## src/rtl/norm_pkg.sv

```systemverilog
// Shared types and constants for the per-lane normaliser (norm_pipe).
// Contents: FSM state enum, pipeline depth, saturation bound helpers.
package norm_pkg;

    typedef enum logic [1:0] {
        IDLE  = 2'd0,
        RUN   = 2'd1,
        DRAIN = 2'd2,
        DONE  = 2'd3
    } norm_state_e;

    // Register stages between in_valid and out_valid.
    localparam int unsigned PIPE_DEPTH = 3;

    // Largest two's-complement value of a w-bit signed number.
    function automatic int sat_max(input int unsigned w);
        int r;
        r = 1;
        r = r << (w - 1);
        return r - 1;
    endfunction

    // Smallest two's-complement value of a w-bit signed number.
    function automatic int sat_min(input int unsigned w);
        return -sat_max(w) - 1;
    endfunction

endpackage

```

## src/rtl/norm_if.sv

```systemverilog
// Vector stream bundle between the systolic array, norm_pipe and the pooling stage.
// Signals:
//   in_valid, inp_data, validity_mask : producer -> norm_pipe
//   out_valid, out_data, done_norm    : norm_pipe -> consumer
// master = stimulus/producer side, slave = norm_pipe side.
interface norm_if #(
    parameter int unsigned DWIDTH = 8,
    parameter int unsigned LANES  = 16
);
    logic                      in_valid;
    logic [LANES*DWIDTH-1:0]   inp_data;
    logic [LANES-1:0]          validity_mask;
    logic                      out_valid;
    logic [LANES*DWIDTH-1:0]   out_data;
    logic                      done_norm;

    modport master (
        output in_valid, inp_data, validity_mask,
        input  out_valid, out_data, done_norm
    );

    modport slave (
        input  in_valid, inp_data, validity_mask,
        output out_valid, out_data, done_norm
    );
endinterface

```

## src/rtl/norm_lane.sv

```systemverilog
// One lane of the normaliser: S1 subtract, S2 multiply, S3 shift + saturate
// (+ optional ReLU) and pass-through mux into the output register.
// Optional feature macro: NORM_RELU_EN (clamp negative normalised results to 0).
// Ports:
//   clk, reset  : clock, synchronous active-high reset
//   sel_i       : 1 = normalise this sample, 0 = pass x through (sampled with x_i)
//   x_i         : input sample (signed)
//   mean_i      : mean used by S1 for the sample entering this cycle
//   inv_var_i   : inverse variance used by S2 (valid one cycle after x_i)
//   out_en_i    : load output register (a result leaves S2 this cycle)
//   y_o         : registered lane result, holds when out_en_i=0
module norm_lane
    import norm_pkg::*;
#(
    parameter int unsigned DWIDTH    = 8,
    parameter int unsigned FRAC_BITS = 0
) (
    input  logic              clk,
    input  logic              reset,
    input  logic              sel_i,
    input  logic [DWIDTH-1:0] x_i,
    input  logic [DWIDTH-1:0] mean_i,
    input  logic [DWIDTH-1:0] inv_var_i,
    input  logic              out_en_i,
    output logic [DWIDTH-1:0] y_o
);

    localparam int unsigned SW = DWIDTH + 1;
    localparam int unsigned PW = 2 * DWIDTH + 2;
    localparam logic signed [PW-1:0] SAT_HI = PW'(sat_max(DWIDTH));
    localparam logic signed [PW-1:0] SAT_LO = PW'(sat_min(DWIDTH));

    logic signed [SW-1:0] diff_q;
    logic signed [PW-1:0] prod_q;
    logic [DWIDTH-1:0]    x1_q, x2_q;
    logic                 sel1_q, sel2_q;
    logic [DWIDTH-1:0]    y_q;

    logic signed [PW-1:0] diff_ext, coef_ext, shifted;
    logic [DWIDTH-1:0]    sat_val, norm_val, y_d;

    assign diff_ext = PW'(diff_q);
    assign coef_ext = PW'($signed(inv_var_i));

    // S1/S2 registers; raw sample and select ride along for the bypass path.
    always_ff @(posedge clk) begin
        if (reset) begin
            diff_q <= '0;
            prod_q <= '0;
            x1_q   <= '0;
            x2_q   <= '0;
            sel1_q <= 1'b0;
            sel2_q <= 1'b0;
            y_q    <= '0;
        end else begin
            diff_q <= SW'($signed(x_i)) - SW'($signed(mean_i));
            x1_q   <= x_i;
            sel1_q <= sel_i;
            prod_q <= diff_ext * coef_ext;
            x2_q   <= x1_q;
            sel2_q <= sel1_q;
            if (out_en_i) begin
                y_q <= y_d;
            end
        end
    end

    // S3: arithmetic shift, clamp to the signed DWIDTH range, select result.
    always_comb begin
        shifted = prod_q >>> FRAC_BITS;
        sat_val = DWIDTH'(shifted);
        if (shifted > SAT_HI) begin
            sat_val = DWIDTH'(SAT_HI);
        end else if (shifted < SAT_LO) begin
            sat_val = DWIDTH'(SAT_LO);
        end
`ifdef NORM_RELU_EN
        norm_val = sat_val[DWIDTH-1] ? '0 : sat_val;
`else
        norm_val = sat_val;
`endif
        y_d = sel2_q ? norm_val : x2_q;
    end

    assign y_o = y_q;

endmodule

```

## src/rtl/norm_pipe.sv

```systemverilog
// Pipelined per-lane normaliser: y = sat((x - mean[l]) * inv_var[l] >>> FRAC_BITS),
// 3-cycle latency, 1 vector/cycle, run counting with a done_norm pulse.
// Optional feature macro: NORM_RELU_EN (see norm_lane).
// Ports:
//   clk, reset   : clock, synchronous active-high reset
//   enable_norm  : 1 = normalise, 0 = bypass; sampled with each in_valid
//   mean         : per-lane mean, latched at run start
//   inv_var      : per-lane inverse variance (signed), latched at run start
//   vec_count    : vectors per run (0 treated as 1), latched at run start
//   bus          : norm_if slave (in_valid/inp_data/validity_mask in,
//                  out_valid/out_data/done_norm out)
module norm_pipe
    import norm_pkg::*;
#(
    parameter int unsigned DWIDTH    = 8,
    parameter int unsigned LANES     = 16,
    parameter int unsigned FRAC_BITS = 0,
    parameter int unsigned CNT_W     = 8
) (
    input  logic                    clk,
    input  logic                    reset,
    input  logic                    enable_norm,
    input  logic [LANES*DWIDTH-1:0] mean,
    input  logic [LANES*DWIDTH-1:0] inv_var,
    input  logic [CNT_W-1:0]        vec_count,
    norm_if.slave                   bus
);

    localparam int unsigned VW = LANES * DWIDTH;

    norm_state_e           state_q, state_d;
    logic [CNT_W-1:0]      cnt_q, cnt_d;
    logic [CNT_W-1:0]      target_q, target_d;
    logic [VW-1:0]         mean_q, mean_d;
    logic [VW-1:0]         inv_var_q, inv_var_d;
    logic [PIPE_DEPTH-1:0] vld_q;
    logic                  done_q;

    logic                  count_en;
    logic [VW-1:0]         mean_sel;
    logic [LANES-1:0]      lane_sel;
    logic [VW-1:0]         lane_y;

    assign count_en = bus.in_valid & enable_norm;

    // The starting vector is in S1 before mean_q is loaded, so IDLE uses the live mean.
    assign mean_sel = (state_q == IDLE) ? mean : mean_q;
    assign lane_sel = bus.validity_mask & {LANES{enable_norm}};

    // State, counter, coefficient latches and stage-valid shift register.
    always_ff @(posedge clk) begin
        if (reset) begin
            state_q   <= IDLE;
            cnt_q     <= '0;
            target_q  <= '0;
            mean_q    <= '0;
            inv_var_q <= '0;
            vld_q     <= '0;
            done_q    <= 1'b0;
        end else begin
            state_q   <= state_d;
            cnt_q     <= cnt_d;
            target_q  <= target_d;
            mean_q    <= mean_d;
            inv_var_q <= inv_var_d;
            vld_q     <= {vld_q[PIPE_DEPTH-2:0], bus.in_valid};
            done_q    <= (state_d == DONE);
        end
    end

    // Run control: only normalised vectors count; extras in DRAIN/DONE pass uncounted.
    always_comb begin
        state_d   = state_q;
        cnt_d     = cnt_q;
        target_d  = target_q;
        mean_d    = mean_q;
        inv_var_d = inv_var_q;
        case (state_q)
            IDLE: begin
                if (count_en) begin
                    mean_d    = mean;
                    inv_var_d = inv_var;
                    target_d  = (vec_count == '0) ? CNT_W'(1) : vec_count;
                    cnt_d     = CNT_W'(1);
                    state_d   = (vec_count <= CNT_W'(1)) ? DRAIN : RUN;
                end
            end
            RUN: begin
                if (count_en) begin
                    cnt_d = cnt_q + CNT_W'(1);
                    if (cnt_q + CNT_W'(1) == target_q) begin
                        state_d = DRAIN;
                    end
                end
            end
            DRAIN: begin
                // Last result is in the output register once S1/S2 are empty.
                if (vld_q[PIPE_DEPTH-2:0] == '0) begin
                    state_d = DONE;
                end
            end
            DONE: begin
                state_d = IDLE;
            end
            default: begin
                state_d = IDLE;
            end
        endcase
    end

    for (genvar l = 0; l < LANES; l++) begin : g_lane
        norm_lane #(
            .DWIDTH    (DWIDTH),
            .FRAC_BITS (FRAC_BITS)
        ) u_lane (
            .clk       (clk),
            .reset     (reset),
            .sel_i     (lane_sel[l]),
            .x_i       (bus.inp_data[l*DWIDTH +: DWIDTH]),
            .mean_i    (mean_sel[l*DWIDTH +: DWIDTH]),
            .inv_var_i (inv_var_q[l*DWIDTH +: DWIDTH]),
            .out_en_i  (vld_q[PIPE_DEPTH-2]),
            .y_o       (lane_y[l*DWIDTH +: DWIDTH])
        );
    end

    assign bus.out_valid = vld_q[PIPE_DEPTH-1];
    assign bus.out_data  = lane_y;
    assign bus.done_norm = done_q;

endmodule
```

## src/flat_wrapper.sv

```systemverilog
// flat-port wrapper written by rule: the top's interface ports become plain ports
module norm_pipe_flat import norm_pkg::*;
#(
    parameter int unsigned DWIDTH    = 8,
    parameter int unsigned LANES     = 16,
    parameter int unsigned FRAC_BITS = 0,
    parameter int unsigned CNT_W     = 8
)
  (clk, reset, enable_norm, mean, inv_var, vec_count, bus_in_valid, bus_inp_data, bus_validity_mask, bus_out_valid, bus_out_data, bus_done_norm);
  norm_if #(.DWIDTH(DWIDTH), .LANES(LANES)) bus_i ();
  input  logic clk;
  input  logic reset;
  input  logic enable_norm;
  input  logic [LANES*DWIDTH-1:0] mean;
  input  logic [LANES*DWIDTH-1:0] inv_var;
  input  logic [CNT_W-1:0] vec_count;
  input wire logic [$bits(bus_i.in_valid)-1:0] bus_in_valid;
  input wire logic [$bits(bus_i.inp_data)-1:0] bus_inp_data;
  input wire logic [$bits(bus_i.validity_mask)-1:0] bus_validity_mask;
  output wire logic [$bits(bus_i.out_valid)-1:0] bus_out_valid;
  output wire logic [$bits(bus_i.out_data)-1:0] bus_out_data;
  output wire logic [$bits(bus_i.done_norm)-1:0] bus_done_norm;
  assign bus_i.in_valid = bus_in_valid;
  assign bus_i.inp_data = bus_inp_data;
  assign bus_i.validity_mask = bus_validity_mask;
  assign bus_out_valid = bus_i.out_valid;
  assign bus_out_data = bus_i.out_data;
  assign bus_done_norm = bus_i.done_norm;
  norm_pipe #(.DWIDTH(DWIDTH), .LANES(LANES), .FRAC_BITS(FRAC_BITS), .CNT_W(CNT_W)) u_core (.clk(clk), .reset(reset), .enable_norm(enable_norm), .mean(mean), .inv_var(inv_var), .vec_count(vec_count), .bus(bus_i));
endmodule
```

## config.mk

```make
export PLATFORM = sky130hd
export DESIGN_NAME = norm_pipe_flat
export DESIGN_NICKNAME = d
export VERILOG_FILES = /design/src/rtl/norm_pkg.sv /design/src/rtl/norm_if.sv /design/src/rtl/norm_lane.sv /design/src/rtl/norm_pipe.sv /design/src/flat_wrapper.sv
export SDC_FILE = /design/constraint.sdc
export NUM_CORES = 2
export LEC_CHECK = 0
export CORE_MARGIN = 5
export CORE_UTILIZATION = 43
export CTS_BUF_LIST = sky130_fd_sc_hd__clkbuf_4
export DETAILED_ROUTE_END_ITERATION = 6
export PLACE_DENSITY = 0.59
export SLEW_MARGIN = 20
export SYNTH_ARGS = -nofsm -noshare
export SYNTH_HDL_FRONTEND = slang
export SYNTH_SLANG_ARGS = --single-unit
```

## constraint.sdc

```tcl
create_clock -name clk -period 4.35 [get_ports clk]
set_input_delay 0.87 -clock clk [delete_from_list [all_inputs] [get_ports clk]]
set_output_delay 0.87 -clock clk [all_outputs]
set_load 0.02 [all_outputs]
```

Clock routing:
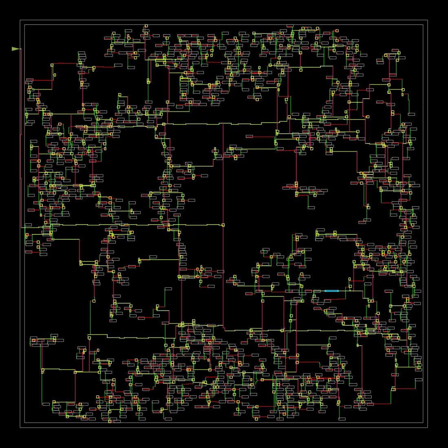
later-pin clock latency in the skew report: 1.34 ns
number of sinks driven by the clock tree: 1110

Metal 1:
Supply wires on this layer in gray. Cells faint in the background.
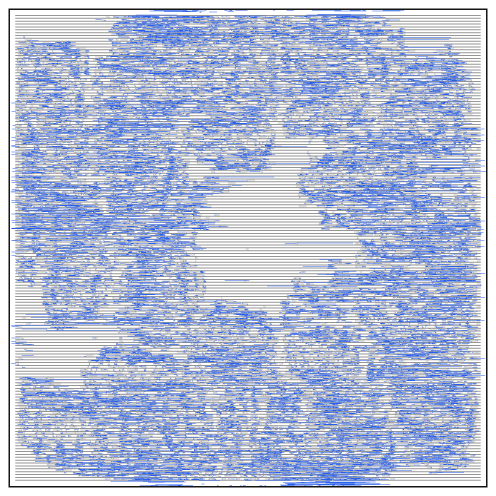
nets with wire on the layer: 11823
wire length on this layer: 92.3 mm

==> run summary <==
Notes on the flow outputs.

- The clock root buffer master is sky130_fd_sc_hd__clkbuf_4.
- Derived from the worst setup path, the maximum achievable clock frequency is 221 MHz.
- The row count is 162.
- Per the synth stats, the flop cell with the highest instance count is sky130_fd_sc_hd__dfxtp_1.
- The data required time of the critical path reads 5.45 ns.
- Internal power comes to 19.3 mW.
- The core region is 0.194 mm².
- STA shows the worst min-delay path finishing at u_core.inv_var_q[46].
- The initial utilization of the core area, before any placement, comes to 43.1%.
- During I/O placement, the number of pins put on the boundary was 542.
- After synthesis the cells add up to 0.0837 mm².
- The worst-case reg-to-reg path depth is 14.
- The number of violations reported at the end of detailed-routing iteration 0 is 2622.
- After routing the design area is 0.103 mm².
- From left edge to right edge, the die measures 451 µm.
- The total leakage power reads 46.8 nW.
- The startpoint-to-endpoint class of the critical path is flop to flop.
- The checks that failed: negative setup slack.
- Final hold analysis gives a worst-case slack of 0.168 ns.
- The first global-routing pass estimated 363 mm of wire.
- The summed negative setup slack over all endpoints is -0.264 ns.
- The worst VDD IR drop from the latest analysis is 0.195 mV.
- The part of the cycle the worst path needs reads 104%.
- The per-cell via count in the routed design is 4.89.
- The number of nets in the final layout reads 12.5k.
- The critical path's largest stage delay is 0.56 ns.
- The routed via count is 65.2k.
- In the Yosys stats the netlist draws on 61 distinct library cells.
- The post-place instance area reads 0.0952 mm².
- On the final layout, the worst clock skew is 0.129 ns.
- The final count of hold timing violations reads 0.
- The cell family contributing the most delay on the critical path is adder cells.
- The critical path capture point type is a flop.
- The setup slack after layout is -0.170 ns.
- The number of buffers and inverters on the critical path is 3.
- The dominant cell type by area after synthesis reads sky130_fd_sc_hd__dfxtp_1.
- The cell area power density reads 279 mW/mm².
- The most numerous logic cell after layout is sky130_fd_sc_hd__inv_1.
- The TritonCTS clock tree reads yes.
- The number of standard cells after synthesis reads 9315.
- The number of optimization iterations in the first detailed-route pass is 5.
- The end-of-flow core utilization is 52.8%.
- The initial antenna violation count is 55.
- The number of fillers in the final layout is 18.2k.
- The post-synthesis async set-or-reset flop share reads 0%.
- The switching portion of total power comes to 32.5%.
- The sequential share of power reads 40.8%.
- The cell with the most instances on the worst path reads sky130_fd_sc_hd__fa_1.
- Synthesis produced a netlist with a net count of 11.3k.
- The buffer depth of the longest clock path is 4.
- The final-report max-slew violation count is 0.
- For this design, the slowest cell found on the critical path is sky130_fd_sc_hd__fa_1.
- The final weighted congestion of routability-driven global placement reads 0.865.
- After detailed placement, the design holds a cell count of 12.6k.
- The synthesis warning total reads 0.
- The setup slack of the most critical reg-to-reg path reads -0.17 ns.
- For this run, the final setup violation count is recorded as 3.
- In the synthesized netlist, the cells that appear most often are sky130_fd_sc_hd__inv_1, sky130_fd_sc_hd__dfxtp_1, sky130_fd_sc_hd__nand2_1.
- CTS built an H-tree with a depth of 5.
- The flow ran to the end, but the final reports show violations.
- The slew at the pin closest to its max-slew limit reads 1.32 ns.
- The critical path goes through and2_1 > fa_1 > fa_1 > fa_1 > inv_1 > fa_1 > inv_2 > ha_4 > inv_2 > o22ai_2 > or4b_4 > a31o_4 > o31ai_4 > mux2_4.
- The layout overhead on the synthesized area reads 22.5%.
- The vertical die dimension reported for this design is 451 µm.
- The destination of the worst register-to-register timing path reads u_core.g_lane[14].u_lane.prod_q[15].
- The power report attributes to the combinational group a share of 24.8%.
- The launch instance of the worst min-delay path reads inv_var[46].
-- how the worst max path moves through the flow --
stage / start / slack [ns] / cells after the start / endpoint
3_5_place_dp: u_core.inv_var_q[116] / -0.23 / 15 / u_core.g_lane[14].u_lane.prod_q[15]
5_1_grt: u_core.g_lane[14].u_lane.diff_q[4] / -0.32 / 15 / u_core.g_lane[14].u_lane.prod_q[15]
3_3_place_gp: u_core.g_lane[14].u_lane.diff_q[6] / -0.24 / 15 / u_core.g_lane[14].u_lane.prod_q[15]
2_1_floorplan: u_core.inv_var_q[116] / -0.04 / 16 / u_core.g_lane[14].u_lane.prod_q[15]
4_1_cts: u_core.g_lane[14].u_lane.diff_q[6] / -0.20 / 15 / u_core.g_lane[14].u_lane.prod_q[15]
6_report: u_core.g_lane[14].u_lane.diff_q[2] / -0.17 / 14 / u_core.g_lane[14].u_lane.prod_q[15]
-- cell families (layout without fill, tap and decap cells) --
family                   after synthesis  in the layout  synth area share (%)
AND-OR/OR-AND                       1133           1133                  8.51
XOR/XNOR                             270            270                  2.82
adder cells (fa/ha/maj)             1617           1617                  33.1
buffers and inverters               1775           3211                  7.99
flip-flops                          1110           1110                  26.5
multiplexers                         166            166                  2.04
other                                  0             40                     0
AND/OR/NAND/NOR                     3244           3244                  19.0
-- metal layers --
| metal | GRT usage (%) | up-vias | wire length [µm] |
|---|---|---|---|
| met4 | 8.91 | 10 | 8770 |
| met1 | 26.0 | 31800 | 92300 |
| li1 | - | 31800 | - |
| met5 | 0 | - | 67 |
| met3 | 3.67 | 437 | 8850 |
| met2 | 40.1 | 1166 | 117000 |
-- what timing repair did --
item / in CTS / in global routing
gates resized: 180 / 449
buffers inserted: 14 / 26
gates cloned: 0 / 1
endpoints found under the setup margin: 48 / 99
hold buffers: 115 / 0
pin swaps: 40 / 186
hold endpoints to repair: 146 / 0
-- state kept, by name, indices dropped and copies added, names as in the netlist --
register / flops
u_core.g_lane.u_lane.y_o: 128
u_core.g_lane.u_lane.sel1_q: 16
u_core.inv_var_q: 128
u_core.cnt_q: 8
u_core.bus.done_norm: 1
u_core.vld_q: 3
u_core.g_lane.u_lane.x1_q: 128
u_core.g_lane.u_lane.prod_q: 272
u_core.mean_q: 128
u_core.g_lane.u_lane.diff_q: 144
u_core.state_q: 2
u_core.target_q: 8
u_core.g_lane.u_lane.x2_q: 128
u_core.g_lane.u_lane.sel2_q: 16
-- tightest hold or removal path, cell delays in order --
cell and delay, ns:
sky130_fd_sc_hd__clkdlybuf4s50_1 0.40, sky130_fd_sc_hd__nand2_1 0.09, sky130_fd_sc_hd__a21oi_1 0.06
-- power groups by stage --
stage	Clock (mW)	Combinational [mW]	Sequential, mW
after floorplan	0	4.29	11.6
after global placement	0	6.66	11.8
after detailed placement	0	6.80	11.8
after CTS	10.3	6.99	11.6
after global routing	10.8	8.06	11.8
final	9.85	7.11	11.7
-- area by class of cell --
class	count	share of cell area (%)
diodes	40	0.0976
repair buffers	1167	10.5
clock buffers	465	3.40
flip-flops and latches	1110	22.1
well taps	2542	3.10
multi-input cells	6430	54.9
inverters	1474	5.42
clock inverters	105	0.497
Power is estimated from default activity; no workload was simulated.
